File: src/rtl/spi_slave_core.sv
`default_nettype none
// ============================================================================
// Module      : spi_slave_core
// Description : Byte-oriented SPI slave, mode 0 (CPOL=0, CPHA=0), MSB first.
//               sclk/mosi/ss are oversampled through synchronizer chains on
//               ext_clk. Received words are presented with a one-cycle
//               strobe; send_data is shifted out on miso.
// Revision    : 1.0 - initial release
// ============================================================================
module spi_slave_core #(
  parameter int WIDTH       = 8,
  parameter int SYNC_STAGES = 2
) (
  input  logic             ext_clk,
  input  logic             rst,
  input  logic             sclk,
  input  logic             mosi,
  output logic             miso,
  input  logic             ss,
  input  logic [WIDTH-1:0] send_data,
  output logic             send_ready,
  output logic [WIDTH-1:0] recv_data,
  output logic             recv_ready
);

  localparam int            CW        = (WIDTH > 1) ? $clog2(WIDTH) : 1;
  localparam int            FW        = $clog2(SYNC_STAGES + 2);
  localparam logic [CW-1:0] CNT_LAST  = CW'(WIDTH - 1);
  // Cycles needed for reset values to drain out of the synchronizer chain
  localparam logic [FW-1:0] FLUSH_LEN = FW'(SYNC_STAGES + 1);

  // WAIT: after reset, until ss is genuinely seen high; IDLE: ss high;
  // ACTIVE: inside an ss-low frame
  localparam logic [1:0] ST_WAIT   = 2'd0;
  localparam logic [1:0] ST_IDLE   = 2'd1;
  localparam logic [1:0] ST_ACTIVE = 2'd2;

  logic [SYNC_STAGES-1:0] sclk_sync_q;
  logic [SYNC_STAGES-1:0] ss_sync_q;
  logic [SYNC_STAGES-1:0] mosi_sync_q;
  logic                   sclk_prev_q;
  logic                   ss_prev_q;
  logic                   sclk_s;
  logic                   ss_s;
  logic                   mosi_s;
  logic                   sclk_rise;
  logic                   sclk_fall;
  logic                   ss_fall;

  logic [1:0]             state_q;
  logic [1:0]             state_d;
  logic [FW-1:0]          flush_q;
  logic [FW-1:0]          flush_d;
  logic                   flush_done;

  logic                   start;
  logic                   abort;
  logic                   bit_rise;
  logic                   bit_fall;
  logic                   word_done;

  logic [CW-1:0]          cnt_q;
  logic [CW-1:0]          cnt_d;
  logic [WIDTH-1:0]       rx_q;
  logic [WIDTH-1:0]       rx_d;
  logic [WIDTH-1:0]       tx_q;
  logic [WIDTH-1:0]       tx_d;
  logic                   miso_q;
  logic                   miso_d;
  logic [WIDTH-1:0]       recv_data_q;
  logic [WIDTH-1:0]       recv_data_d;
  logic                   recv_ready_q;
  logic                   recv_ready_d;

  // Synchronizer chains plus one extra sample for edge detection
  always_ff @(posedge ext_clk) begin
    if (rst) begin
      sclk_sync_q <= '0;
      ss_sync_q   <= '1;
      mosi_sync_q <= '0;
      sclk_prev_q <= 1'b0;
      ss_prev_q   <= 1'b1;
    end else begin
      sclk_sync_q <= {sclk_sync_q[SYNC_STAGES-2:0], sclk};
      ss_sync_q   <= {ss_sync_q[SYNC_STAGES-2:0], ss};
      mosi_sync_q <= {mosi_sync_q[SYNC_STAGES-2:0], mosi};
      sclk_prev_q <= sclk_s;
      ss_prev_q   <= ss_s;
    end
  end

  assign sclk_s    = sclk_sync_q[SYNC_STAGES-1];
  assign ss_s      = ss_sync_q[SYNC_STAGES-1];
  assign mosi_s    = mosi_sync_q[SYNC_STAGES-1];
  assign sclk_rise = sclk_s & ~sclk_prev_q;
  assign sclk_fall = ~sclk_s & sclk_prev_q;
  assign ss_fall   = ~ss_s & ss_prev_q;

  assign flush_done = (flush_q == FLUSH_LEN);

  // State register and post-reset flush counter
  always_ff @(posedge ext_clk) begin
    if (rst) begin
      state_q <= ST_WAIT;
      flush_q <= '0;
    end else begin
      state_q <= state_d;
      flush_q <= flush_d;
    end
  end

  // Next-state logic; a frame already open at reset release is ignored
  always_comb begin
    state_d = state_q;
    flush_d = flush_q;
    case (state_q)
      ST_WAIT: begin
        if (!flush_done) begin
          flush_d = flush_q + FW'(1);
        end else if (ss_s) begin
          state_d = ST_IDLE;
        end
      end
      ST_IDLE: begin
        if (ss_fall) begin
          state_d = ST_ACTIVE;
        end
      end
      ST_ACTIVE: begin
        if (ss_s) begin
          state_d = ST_IDLE;
        end
      end
      default: state_d = ST_WAIT;
    endcase
  end

  // Per-cycle control events derived from state and synchronized edges
  always_comb begin
    start     = (state_q == ST_IDLE) && ss_fall;
    abort     = (state_q == ST_ACTIVE) && ss_s;
    bit_rise  = (state_q == ST_ACTIVE) && !ss_s && sclk_rise;
    bit_fall  = (state_q == ST_ACTIVE) && !ss_s && sclk_fall && (cnt_q != '0);
    word_done = bit_rise && (cnt_q == CNT_LAST);
  end

  // Datapath next-state: shift, count, complete words, drive miso
  always_comb begin
    cnt_d        = cnt_q;
    rx_d         = rx_q;
    tx_d         = tx_q;
    miso_d       = miso_q;
    recv_data_d  = recv_data_q;
    recv_ready_d = 1'b0;
    if (start) begin
      cnt_d  = '0;
      tx_d   = send_data;
      miso_d = send_data[WIDTH-1];
    end else if (abort) begin
      cnt_d  = '0;
      rx_d   = '0;
      miso_d = 1'b0;
    end else if (bit_rise) begin
      rx_d = {rx_q[WIDTH-2:0], mosi_s};
      if (word_done) begin
        cnt_d        = '0;
        recv_data_d  = {rx_q[WIDTH-2:0], mosi_s};
        recv_ready_d = 1'b1;
        // Reload so back-to-back words in one frame need no gap
        tx_d         = send_data;
        miso_d       = send_data[WIDTH-1];
      end else begin
        cnt_d = cnt_q + CW'(1);
      end
    end else if (bit_fall) begin
      tx_d   = {tx_q[WIDTH-2:0], 1'b0};
      miso_d = tx_q[WIDTH-2];
    end
  end

  // Datapath registers
  always_ff @(posedge ext_clk) begin
    if (rst) begin
      cnt_q        <= '0;
      rx_q         <= '0;
      tx_q         <= '0;
      miso_q       <= 1'b0;
      recv_data_q  <= '0;
      recv_ready_q <= 1'b0;
    end else begin
      cnt_q        <= cnt_d;
      rx_q         <= rx_d;
      tx_q         <= tx_d;
      miso_q       <= miso_d;
      recv_data_q  <= recv_data_d;
      recv_ready_q <= recv_ready_d;
    end
  end

  assign miso       = miso_q;
  assign recv_data  = recv_data_q;
  assign recv_ready = recv_ready_q;
  assign send_ready = ss_s | (cnt_q == '0);

endmodule
`default_nettype wire

File: config.mk
export PLATFORM = sky130hd
export DESIGN_NAME = spi_slave_core
export DESIGN_NICKNAME = d
export VERILOG_FILES = /design/src/rtl/spi_slave_core.sv
export SDC_FILE = /design/constraint.sdc
export NUM_CORES = 1
export LEC_CHECK = 0
export CAP_MARGIN = 40
export CELL_PAD_IN_SITES_DETAIL_PLACEMENT = 0
export CELL_PAD_IN_SITES_GLOBAL_PLACEMENT = 1
export CORE_ASPECT_RATIO = 0.7
export CORE_UTILIZATION = 30
export CTS_CLUSTER_DIAMETER = 100
export DETAILED_ROUTE_END_ITERATION = 12
export PLACE_DENSITY = 0.62
export SETUP_SLACK_MARGIN = 0.15
export SYNTH_ARGS = -nofsm -noshare
export SYNTH_HDL_FRONTEND = slang
export SYNTH_SLANG_ARGS = --single-unit
File: constraint.sdc
create_clock -name ext_clk -period 4.1 [get_ports ext_clk]
set_input_delay 0.82 -clock ext_clk [delete_from_list [all_inputs] [get_ports ext_clk]]
set_output_delay 0.82 -clock ext_clk [all_outputs]
set_load 0.005 [all_outputs]
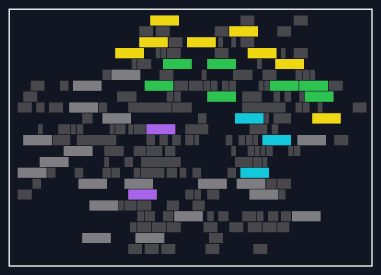
*Register map, names as in the netlist, run 1*
(4 px per µm) Other sequential cells in the stronger gray, the rest of the logic in the fainter gray.
name in the netlist	color	flops
cnt_q	cyan	3
state_q	purple	2
recv_data	yellow	8
rx_q	green	7
final core utilization: 39.1%
Reg area: 781 µm²
total sequential power: 405 µW

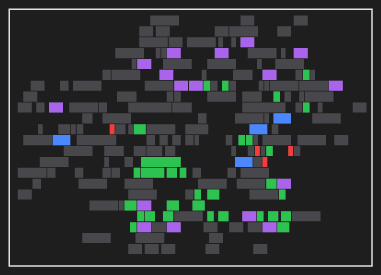
*Logic cells by family, run 1*
(4 px per µm)
family	color	cells
multiplexers	purple	17
adder and majority cells	blue	4
inverting AOI/OAI gates	green	31
inverters	red	4
Post-Layout Cell Count: 259
multi-input combinational area share: 38.9%
most frequent logic cell in the layout: dfxtp_1

==> results.tsv, run 1 <==
metric	value	unit
register area share after synthesis	47.7	%
max incr delay on CP	0.49	ns
# Taps	72	
share of layout cells above drive strength 1	11.2	%
Clock Network Area Fraction	6.46	%
GP Congestion	0.701	
clk_skew	0.00720	ns
Flop Count	39	
CTS root buf	clkbuf_8	
WP data arrival	1.81	ns
die height	63.8	µm
drt pass-1 iters	4	
Seq/total area	38.0	%
CTS Buf Count	5	
DRT antenna net count	0	
CTS Buffer Depth	2	
syn avg cell area	10.1	µm²
Main logic family	simple AND/OR/NAND/NOR gates	
top cell type by total area after synthesis	dfxtp_1	
R2R setup slack	1.96	ns
Late-Pin Clk Latency	0.28	ns
AND/OR/NAND/NOR Cells, Area Fraction	20.3	%
status	finished, final reports clean	
Tool Warnings	27	
comb. cell area	798	µm²
top cells by area	dfxtp_1 48%, mux2i_1 10%, a21oi_1 4.6%	
met3 usage	3.57	%
area fraction in xor and xnor cells	0.535	%
H-tree levels	2	
yosys stat area	1640	µm²
post-cts hold buffer count	0	
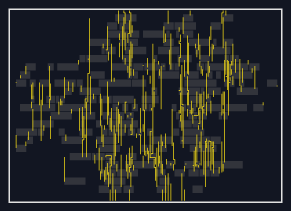
*The metal 2 layer, run 1*
(3 px per µm)
main direction	vertical
share of all routed wire	43%
longest straight run	36.5 µm
nets with wire on the layer	162
wire length on this layer	1380 µm
Routed WL: 3180 µm
GRT met2 Usage: 17.0%
routed via count: 1200

### Zoomed window, run 1

Window x 25 to 65, y 24 to 64 µm. Cells in gray, sequential cells in the stronger gray; small squares are vias.
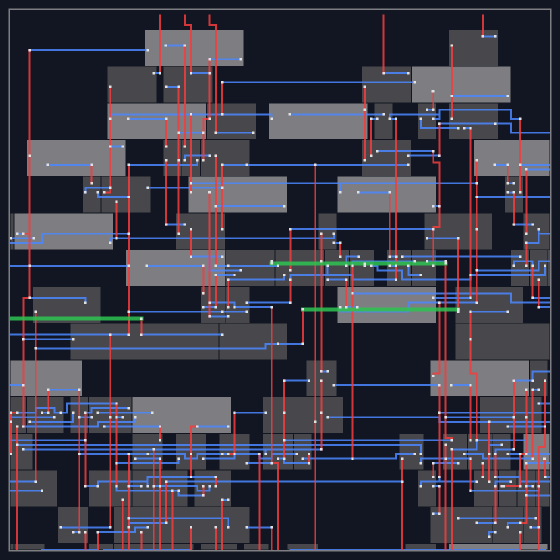

--- run 2 (diff from run 1) ---
--- a/config.mk
+++ b/config.mk
@@ -12,7 +12,7 @@
 export CORE_UTILIZATION = 30
 export CTS_CLUSTER_DIAMETER = 100
 export DETAILED_ROUTE_END_ITERATION = 12
-export PLACE_DENSITY = 0.62
+export PLACE_DENSITY = 0.64
 export SETUP_SLACK_MARGIN = 0.15
 export SYNTH_ARGS = -nofsm -noshare
 export SYNTH_HDL_FRONTEND = slang
==> constraint.sdc (replaced) <==
create_clock -name ext_clk -period 2.3 [get_ports ext_clk]
set_input_delay 0.46 -clock ext_clk [delete_from_list [all_inputs] [get_ports ext_clk]]
set_output_delay 0.46 -clock ext_clk [all_outputs]
set_load 0.005 [all_outputs]
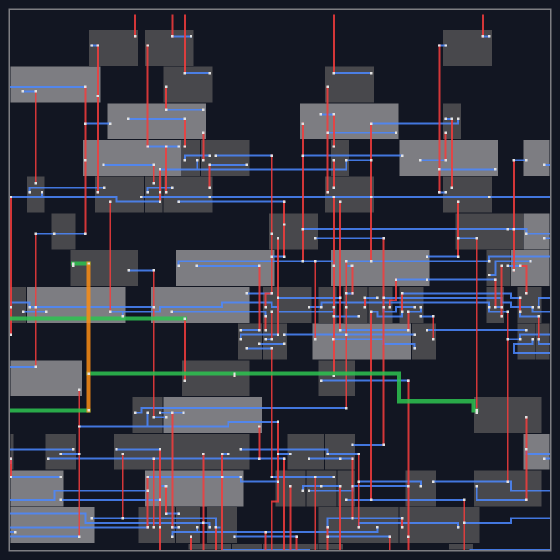
*Zoomed window, run 2*
Window x 25 to 65, y 24 to 64 µm. Cells in gray, sequential cells in the stronger gray; small squares are vias.
layer	color
met2	red
met4	orange
met3	green
met1	blue
sequential cells in the window	15
netlist names of flops here include	recv_data (5), rx_q (4), state_q (2)
cells with their middle in the window	66
most frequent	dfxtp_1 (15), mux2i_1 (7)

==> run 2 against run 1 <==
Effect of this change:
- first-iteration DRC count increased by 24%
- cell count increased by 0.39%
- utilization decreased by 0.52 points
- clock power increased by about 20%
- worst hold slack improved by 0.0086 ns
- largest cell class unchanged
- largest power group unchanged
==> results.tsv, run 2 <==
metric	value	unit	change
status	finished, final reports clean		
Pint	1000	µW	
DRT iter0 DRCs	52		
largest net degree at the start of global routing	23		
DRT antenna net count	0		unchanged
GRT met2 Usage	17.8	%	+0.86 points
routed via count	1203		+0.25%
CTS root buf	clkbuf_8		
max incr delay on CP	0.35	ns	-0.14 ns
clk_skew	0.00630	ns	-0.000899 ns
Routed WL	3130	µm	-1.6%
GP Congestion	0.769		+9.7%
Reg area	782	µm²	+0.16%
CTS Buf Count	5		unchanged
multi-input combinational area share	39.5	%	+0.65 points
top cell type by total area after synthesis	dfxtp_1		
final core utilization	38.6	%	-0.52 points
# Taps	72		unchanged
Late-Pin Clk Latency	0.28	ns	about the same
Tool Warnings	27		unchanged
post-cts hold buffer count	0		unchanged
CTS Buffer Depth	2		unchanged
total sequential power	721	µW	+78%
comb. cell area	801	µm²	+0.31%
top cells by area	dfxtp_1 48%, mux2i_1 10%, a21oi_1 4.6%		
H-tree levels	2		unchanged
Post-Layout Cell Count	260		+0.39%
Clock Network Area Fraction	4.32	%	-2.1 points
register area share after synthesis	47.7	%	unchanged
met3 usage	3.93	%	+0.36 points
AND/OR/NAND/NOR Cells, Area Fraction	20.3	%	unchanged
placed cells	253		
WP data arrival	1.58	ns	-0.23 ns
most frequent logic cell in the layout	dfxtp_1		
share of layout cells above drive strength 1	13.3	%	+2.1 points
syn avg cell area	10.1	µm²	unchanged
die height	63.8	µm	unchanged
area fraction in xor and xnor cells	0.535	%	unchanged
yosys stat area	1640	µm²	unchanged
No activity file was given, so power comes from the tool's default toggle rates.
